File: src/rtl/coin_accumulator.sv
// -----------------------------------------------------------------------------
// coin_accumulator
//   Upstream credit stage for the beverage dispenser. Detects coin insertions,
//   accumulates credit, presents it on moneyin, deducts the cost of each vended
//   beverage and returns the remainder as change. A cancel request refunds the
//   full credit.
//
//   Optional build macro: COIN_AUDIT_EN
//     When defined, adds audit_revenue / audit_vends counters that track the
//     total amount actually deducted and the number of vends (both saturate).
// -----------------------------------------------------------------------------
module coin_accumulator #(
   parameter logic [9:0] BEV1_COST   = 10'd125,
   parameter logic [9:0] BEV2_COST   = 10'd220,
   parameter logic [9:0] BEV3_COST   = 10'd175,
   parameter logic [9:0] MAX_CREDIT  = 10'd500,
   parameter logic [9:0] NICKEL_VAL  = 10'd5,
   parameter logic [9:0] DIME_VAL    = 10'd10,
   parameter logic [9:0] QUARTER_VAL = 10'd25,
   parameter logic [9:0] DOLLAR_VAL  = 10'd100
) (
   input  logic       clk,
   input  logic       rst,
   input  logic       coin_nickel,
   input  logic       coin_dime,
   input  logic       coin_quarter,
   input  logic       coin_dollar,
   input  logic       cancel,
   input  logic       outbev1,
   input  logic       outbev2,
   input  logic       outbev3,
   output logic [9:0] moneyin,
   output logic [9:0] change_out,
   output logic       change_valid,
   output logic       coin_reject
`ifdef COIN_AUDIT_EN
   ,
   output logic [15:0] audit_revenue,
   output logic [7:0]  audit_vends
`endif
);

   // ACCUM collects coins and waits for a vend/cancel; CHANGE is a single
   // cycle that pays out whatever credit is left and clears it.
   typedef enum logic {
      ACCUM  = 1'b0,
      CHANGE = 1'b1
   } state_t;

   state_t      state_reg;
   state_t      state_next;

   logic [9:0]  credit_reg;
   logic [9:0]  credit_next;
   logic [9:0]  moneyin_reg;
   logic [9:0]  moneyin_next;
   logic [9:0]  change_out_reg;
   logic [9:0]  change_out_next;
   logic        change_valid_reg;
   logic        change_valid_next;
   logic        coin_reject_reg;
   logic        coin_reject_next;

   // Coin vector ordering: bit 0 nickel, 1 dime, 2 quarter, 3 dollar.
   logic [3:0]  coin_lvl;
   logic [3:0]  coin_prev_reg;
   logic [3:0]  coin_rise;
   logic        first_reg;
   logic        any_rise;
   logic        multi_rise;

   logic        vend;
   logic [9:0]  vend_cost;
   logic [9:0]  vend_deduct;
   logic [9:0]  coin_val;
   logic [10:0] coin_sum;
   logic        coin_fits;

   assign coin_lvl = {coin_dollar, coin_quarter, coin_dime, coin_nickel};

   // A rise needs the current level high and the previous level low. On the
   // first cycle out of reset the previous level is not yet meaningful, so a
   // coin that was already high at that point is masked instead of counted.
   genvar gi;
   generate
      for (gi = 0; gi < 4; gi++) begin : g_rise
         assign coin_rise[gi] = coin_lvl[gi] & ~coin_prev_reg[gi] & ~first_reg;
      end
   endgenerate

   assign any_rise   = |coin_rise;
   // More than one bit set: clearing the lowest set bit leaves something.
   assign multi_rise = |(coin_rise & (coin_rise - 4'd1));

   assign vend = outbev1 | outbev2 | outbev3;

   // Vend cost selection, same priority as the dispenser (1 > 2 > 3).
   always_comb begin
      vend_cost = 10'd0;
      if (outbev1) begin
         vend_cost = BEV1_COST;
      end else if (outbev2) begin
         vend_cost = BEV2_COST;
      end else if (outbev3) begin
         vend_cost = BEV3_COST;
      end
   end

   // Deduction saturates: never take more than the credit actually held.
   assign vend_deduct = (credit_reg >= vend_cost) ? vend_cost : credit_reg;

   // Highest-value rising coin is the one considered for acceptance.
   always_comb begin
      coin_val = 10'd0;
      if (coin_rise[3]) begin
         coin_val = DOLLAR_VAL;
      end else if (coin_rise[2]) begin
         coin_val = QUARTER_VAL;
      end else if (coin_rise[1]) begin
         coin_val = DIME_VAL;
      end else if (coin_rise[0]) begin
         coin_val = NICKEL_VAL;
      end
   end

   // One extra bit on the sum so the limit compare cannot be fooled by wrap.
   assign coin_sum  = {1'b0, credit_reg} + {1'b0, coin_val};
   assign coin_fits = (coin_sum <= {1'b0, MAX_CREDIT});

   // State register.
   always_ff @(posedge clk) begin
      if (!rst) begin
         state_reg <= ACCUM;
      end else begin
         state_reg <= state_next;
      end
   end

   // Next-state logic: vend or a non-empty cancel moves to CHANGE, CHANGE
   // always returns to ACCUM after one cycle.
   always_comb begin
      state_next = state_reg;
      case (state_reg)
         ACCUM: begin
            if (vend || (cancel && (credit_reg != 10'd0))) begin
               state_next = CHANGE;
            end
         end
         CHANGE: begin
            state_next = ACCUM;
         end
         default: begin
            state_next = ACCUM;
         end
      endcase
   end

   // Output and credit datapath logic for the current state.
   always_comb begin
      credit_next       = credit_reg;
      change_out_next   = change_out_reg;
      change_valid_next = 1'b0;
      coin_reject_next  = 1'b0;
      case (state_reg)
         ACCUM: begin
            if (vend) begin
               // Coins arriving alongside a vend are handed back untouched.
               credit_next      = credit_reg - vend_deduct;
               coin_reject_next = any_rise;
            end else if (cancel && (credit_reg != 10'd0)) begin
               // Full refund: credit is kept and paid out in CHANGE.
               coin_reject_next = any_rise;
            end else if (any_rise) begin
               if (coin_fits) begin
                  credit_next      = coin_sum[9:0];
                  coin_reject_next = multi_rise;
               end else begin
                  coin_reject_next = 1'b1;
               end
            end
         end
         CHANGE: begin
            change_out_next   = credit_reg;
            change_valid_next = (credit_reg != 10'd0);
            credit_next       = 10'd0;
            coin_reject_next  = any_rise;
         end
         default: begin
            credit_next = 10'd0;
         end
      endcase
      // moneyin is forced to 0 whenever the next state is CHANGE so the
      // dispenser never sees leftover credit it could vend against again.
      moneyin_next = (state_next == ACCUM) ? credit_next : 10'd0;
   end

   // Registered datapath: credit, outputs and coin edge history.
   always_ff @(posedge clk) begin
      if (!rst) begin
         credit_reg       <= 10'd0;
         moneyin_reg      <= 10'd0;
         change_out_reg   <= 10'd0;
         change_valid_reg <= 1'b0;
         coin_reject_reg  <= 1'b0;
         coin_prev_reg    <= 4'd0;
         first_reg        <= 1'b1;
      end else begin
         credit_reg       <= credit_next;
         moneyin_reg      <= moneyin_next;
         change_out_reg   <= change_out_next;
         change_valid_reg <= change_valid_next;
         coin_reject_reg  <= coin_reject_next;
         coin_prev_reg    <= coin_lvl;
         first_reg        <= 1'b0;
      end
   end

   assign moneyin      = moneyin_reg;
   assign change_out   = change_out_reg;
   assign change_valid = change_valid_reg;
   assign coin_reject  = coin_reject_reg;

`ifdef COIN_AUDIT_EN
   logic [15:0] audit_revenue_reg;
   logic [7:0]  audit_vends_reg;
   logic [16:0] revenue_sum;

   assign revenue_sum = {1'b0, audit_revenue_reg} + {7'd0, vend_deduct};

   // Audit counters: add the amount really taken on each vend, clamp at max.
   always_ff @(posedge clk) begin
      if (!rst) begin
         audit_revenue_reg <= 16'd0;
         audit_vends_reg   <= 8'd0;
      end else if ((state_reg == ACCUM) && vend) begin
         audit_revenue_reg <= revenue_sum[16] ? 16'hFFFF : revenue_sum[15:0];
         if (audit_vends_reg != 8'hFF) begin
            audit_vends_reg <= audit_vends_reg + 8'd1;
         end
      end
   end

   assign audit_revenue = audit_revenue_reg;
   assign audit_vends   = audit_vends_reg;
`endif

endmodule

File: config.mk
export PLATFORM = sky130hd
export DESIGN_NAME = coin_accumulator
export DESIGN_NICKNAME = d
export VERILOG_FILES = /design/src/rtl/coin_accumulator.sv
export SDC_FILE = /design/constraint.sdc
export NUM_CORES = 1
export LEC_CHECK = 0
export CAP_MARGIN = 0
export CORE_ASPECT_RATIO = 0.75
export CORE_MARGIN = 2
export CORE_UTILIZATION = 50
export DETAILED_ROUTE_END_ITERATION = 16
export PLACE_DENSITY_LB_ADDON = 0.12
export SYNTH_ARGS = -nofsm -noshare
export SYNTH_HDL_FRONTEND = slang
export SYNTH_SLANG_ARGS = --single-unit
File: constraint.sdc
create_clock -name clk -period 5 [get_ports clk]
set_clock_uncertainty 0.05 [all_clocks]
set_input_delay 1 -clock clk [delete_from_list [all_inputs] [get_ports clk]]
set_output_delay 1 -clock clk [all_outputs]
set_load 0.03 [all_outputs]
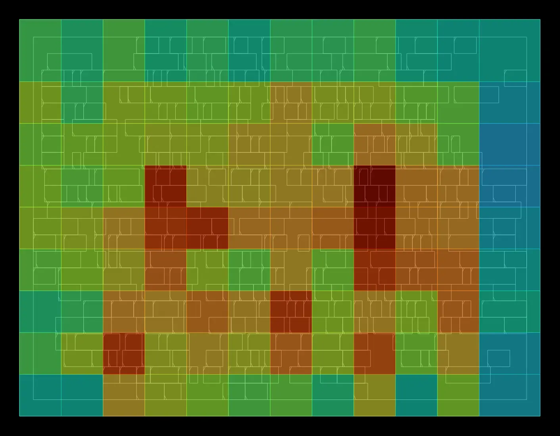
**Above:** routing congestion map.
Wirelength per Cell: 15.8 um
Overall Global Routing Usage: 0.230
met2 global-route usage: 0.339
global routing usage on met1: 0.343

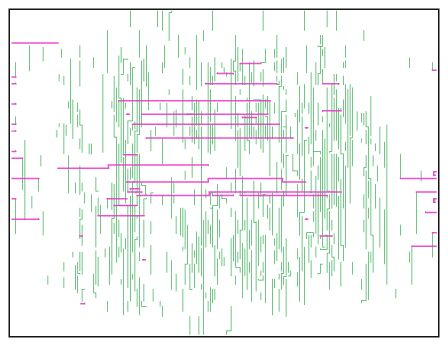
**Above:** routed metal, one color a layer.
Two of the layers only.
color	layer	wire length
green	M2	2530 um
magenta	M3	355 um

==> flow_summary.ini <==
; implementation run metrics
[cells_and_area]
antennaDiodeCount = 0
multiInputGateArea_um2 = 1680
buffers = 48
post_layout_nonfiller_instances = 391
stdcell_area_um2 = 3160
post-route-util = 0.649
synthToLayoutAreaGrowth_pct = 25.5
nonclk_inv_count = 17
clkbuf_count = 6
nFillCells = 399
seq_share = 0.241
buffer_area_frac = 0.139
final_cell_mix = dfxtp_1 (38), clkdlybuf4s50_1 (31), nor2_1 (30), mux2i_1 (23), ha_1 (23)
ff_latch_count = 38
logic_gate_count = 220
final_net_count = 365

[detailed_routing]
detail_route.iter0.violations = 130
ant_nets = 0
route.detailed.vias_per_inst = 5.66
met3RoutedLength_um = 355
highest_routed_layer = met4
finalWirelength_um = 6180
vias = 2213
wl_met2_um = 2530
drtPass1Iterations = 4
drt_drc_violations_left = 0
detail_route.wirelength.met1_um = 3190

[critical_path]
cpPeakStageDelay_ps = 460
cp_max_fo = 4
critical_path.top_delay_family = AND-OR/OR-AND gates
worstSetupEndpointType = flip-flop
reg2regPathDepth = 19
critical_path.cell_chain = clkdlybuf4s50_1, or2_2, inv_1, nand2_1, ha_1, a21o_1, a21o_1, a211oi_2, o21bai_1, a21oi_2, o21ai_2, mux2_2, ha_1, nor2b_2, o21a_1, o21ai_2, a21oi_2, o22ai_2, o21ai_2, xnor2_1, a311oi_1
crit_type = input port to flip-flop
r2r_setup_slack_ps = 1200
timing.rr.start = credit_reg[0]
cell_occurring_most_often_along_the_worst_timing_path = o21ai_2
timing.critical_path.slowest_stage_cell = clkdlybuf4s50_1
worst_setup_path_start_kind = input port

[synthesis]
netlist.area_leader.share = 0.302
synth.cellmix.simpleShare = 0.181
async_reset_ff_frac = 0
xor_share = 0.0482
netlist_top_cells_area = dfxtp_1 (30%), ha_1 (11%), mux2i_1 (9.1%), nor2_1 (4.5%), xnor2_1 (3.8%)
synth_warnings = 0
netlist_top_cells_count = dfxtp_1 (38), nor2_1 (30), ha_1 (23), mux2i_1 (23), nand2_1 (18)
yosys_most_used_dff = dfxtp_1
fa_ha_area_frac = 0.134
synth_chip_area_um2 = 2520
postSynthAreaPerCell_um2 = 8.90
synth.lib_cells_used.distinct = 63
synth.comb.largest_family = simple AND/OR/NAND/NOR gates
synth_top_cell_by_area = dfxtp_1
synth_compound_gate_area_share = 0.177
synth_stat.cells = 283
synth_nets = 318
post_synth_inst_count = 283
ys_seq_elements = 38
syn-cell-area_um2 = 2520

[pwr]
netSwitchingFraction = 0.409
pwr-share-seq = 0.242
power_frac_comb = 0.587
powerDensity_nw_per_um2 = 602
p_clk_frac = 0.170
p_int_mw = 1.13
total_power_mw = 1.90

[cts]
tritoncts_num_sinks = 38
cts.reportedPaths.clkPinSlew_ps = 70
clock_h_tree_levels = 2
cts_tree = built
post_cts_buffers = 0
total_cts_buffers = 5
insertion_delay_ps = 300
cts_max_path_buffers = 2
ctsRootBufferMaster = clkbuf_8
post_cts_hold_buffer_count = 0

[placement]
gp_congestion = 0.866
io_buffer_count = 31
dp.final_hpwl_um = 4540
placement.cell_area_um2 = 2970

[sta]
final_setup_vio_count = 0
fin_setup_tns_ps = 0
slew_headroom = 0.534
fin_crit_ps = 4720
finalHoldViolCount = 0
grt_setup_unrepaired = no
worstMarginPinSlew_ps = 698
final_min_period_over_clock_period = 0.944
maxSlewViolCount = 0
achievable-frequency_mhz = 212

[die]
dieHeight_um = 65.5
floorplan.core_util = 0.517
core.rowCount = 22
floorplan.core_area_um2 = 4870
fp.dieW_um = 86.0

[global_routing]
grt_antenna_before_repair = 0
grt_pass1_wl_um = 9890
busiest_layer = met1

[hold_path]
min_from = change_out[2]
holdPathEnd = change_out[2]
hold_removal_path_class = flip-flop to flip-flop
holdPathStages = 2

[job]
cap_violations = 0
stage_log_warnings = 26

[run_status]
outcome = completed
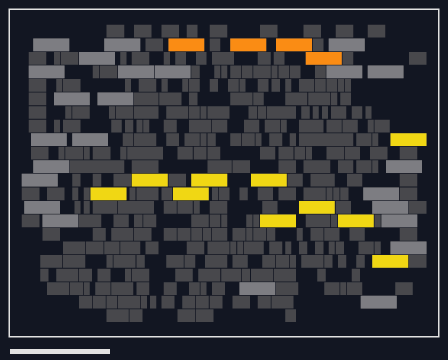
**Above:** register map, names as in the netlist.
Bar = 20 um.
color	signal	flops
yellow	`credit_reg`	10
orange	`coin_prev_reg`	4
not colored	24

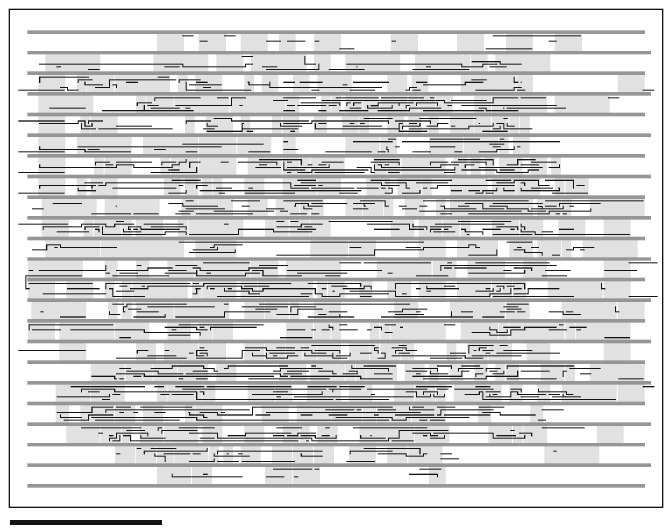
**Above:** met1 routing.
Bar = 20 um. Supply wires on this layer in gray.
nets with wire on the layer	343
main direction	horizontal

[how the worst max path moves through the flow]
stage,slack (ps),cells after the start,endpoint
finish,280,21,credit_reg[9]
global placement,-250,21,credit_reg[9]
detailed placement,-370,21,credit_reg[9]
global route,9,22,credit_reg[8]
CTS,50,21,credit_reg[9]
floorplan,270,20,credit_reg[9]
[stage by stage]
stage	worst slack, ps	hold slack (ps)
after floorplan	272	463
after global placement	-250	434
after detailed placement	-374	433
after CTS	47.5	455
after global routing	9.33	483
final	280	451
[power groups by stage]
stage | logic (mW) | registers [mW] | clock network (mW)
floorplan | 0.773 | 0.428 | 0
global placement | 1.02 | 0.465 | 0
detailed placement | 1.03 | 0.464 | 0
CTS | 1.04 | 0.457 | 0.329
global route | 1.25 | 0.466 | 0.340
finish | 1.12 | 0.462 | 0.325
Power figures rest on the tool's default switching activity, not on a simulated workload.
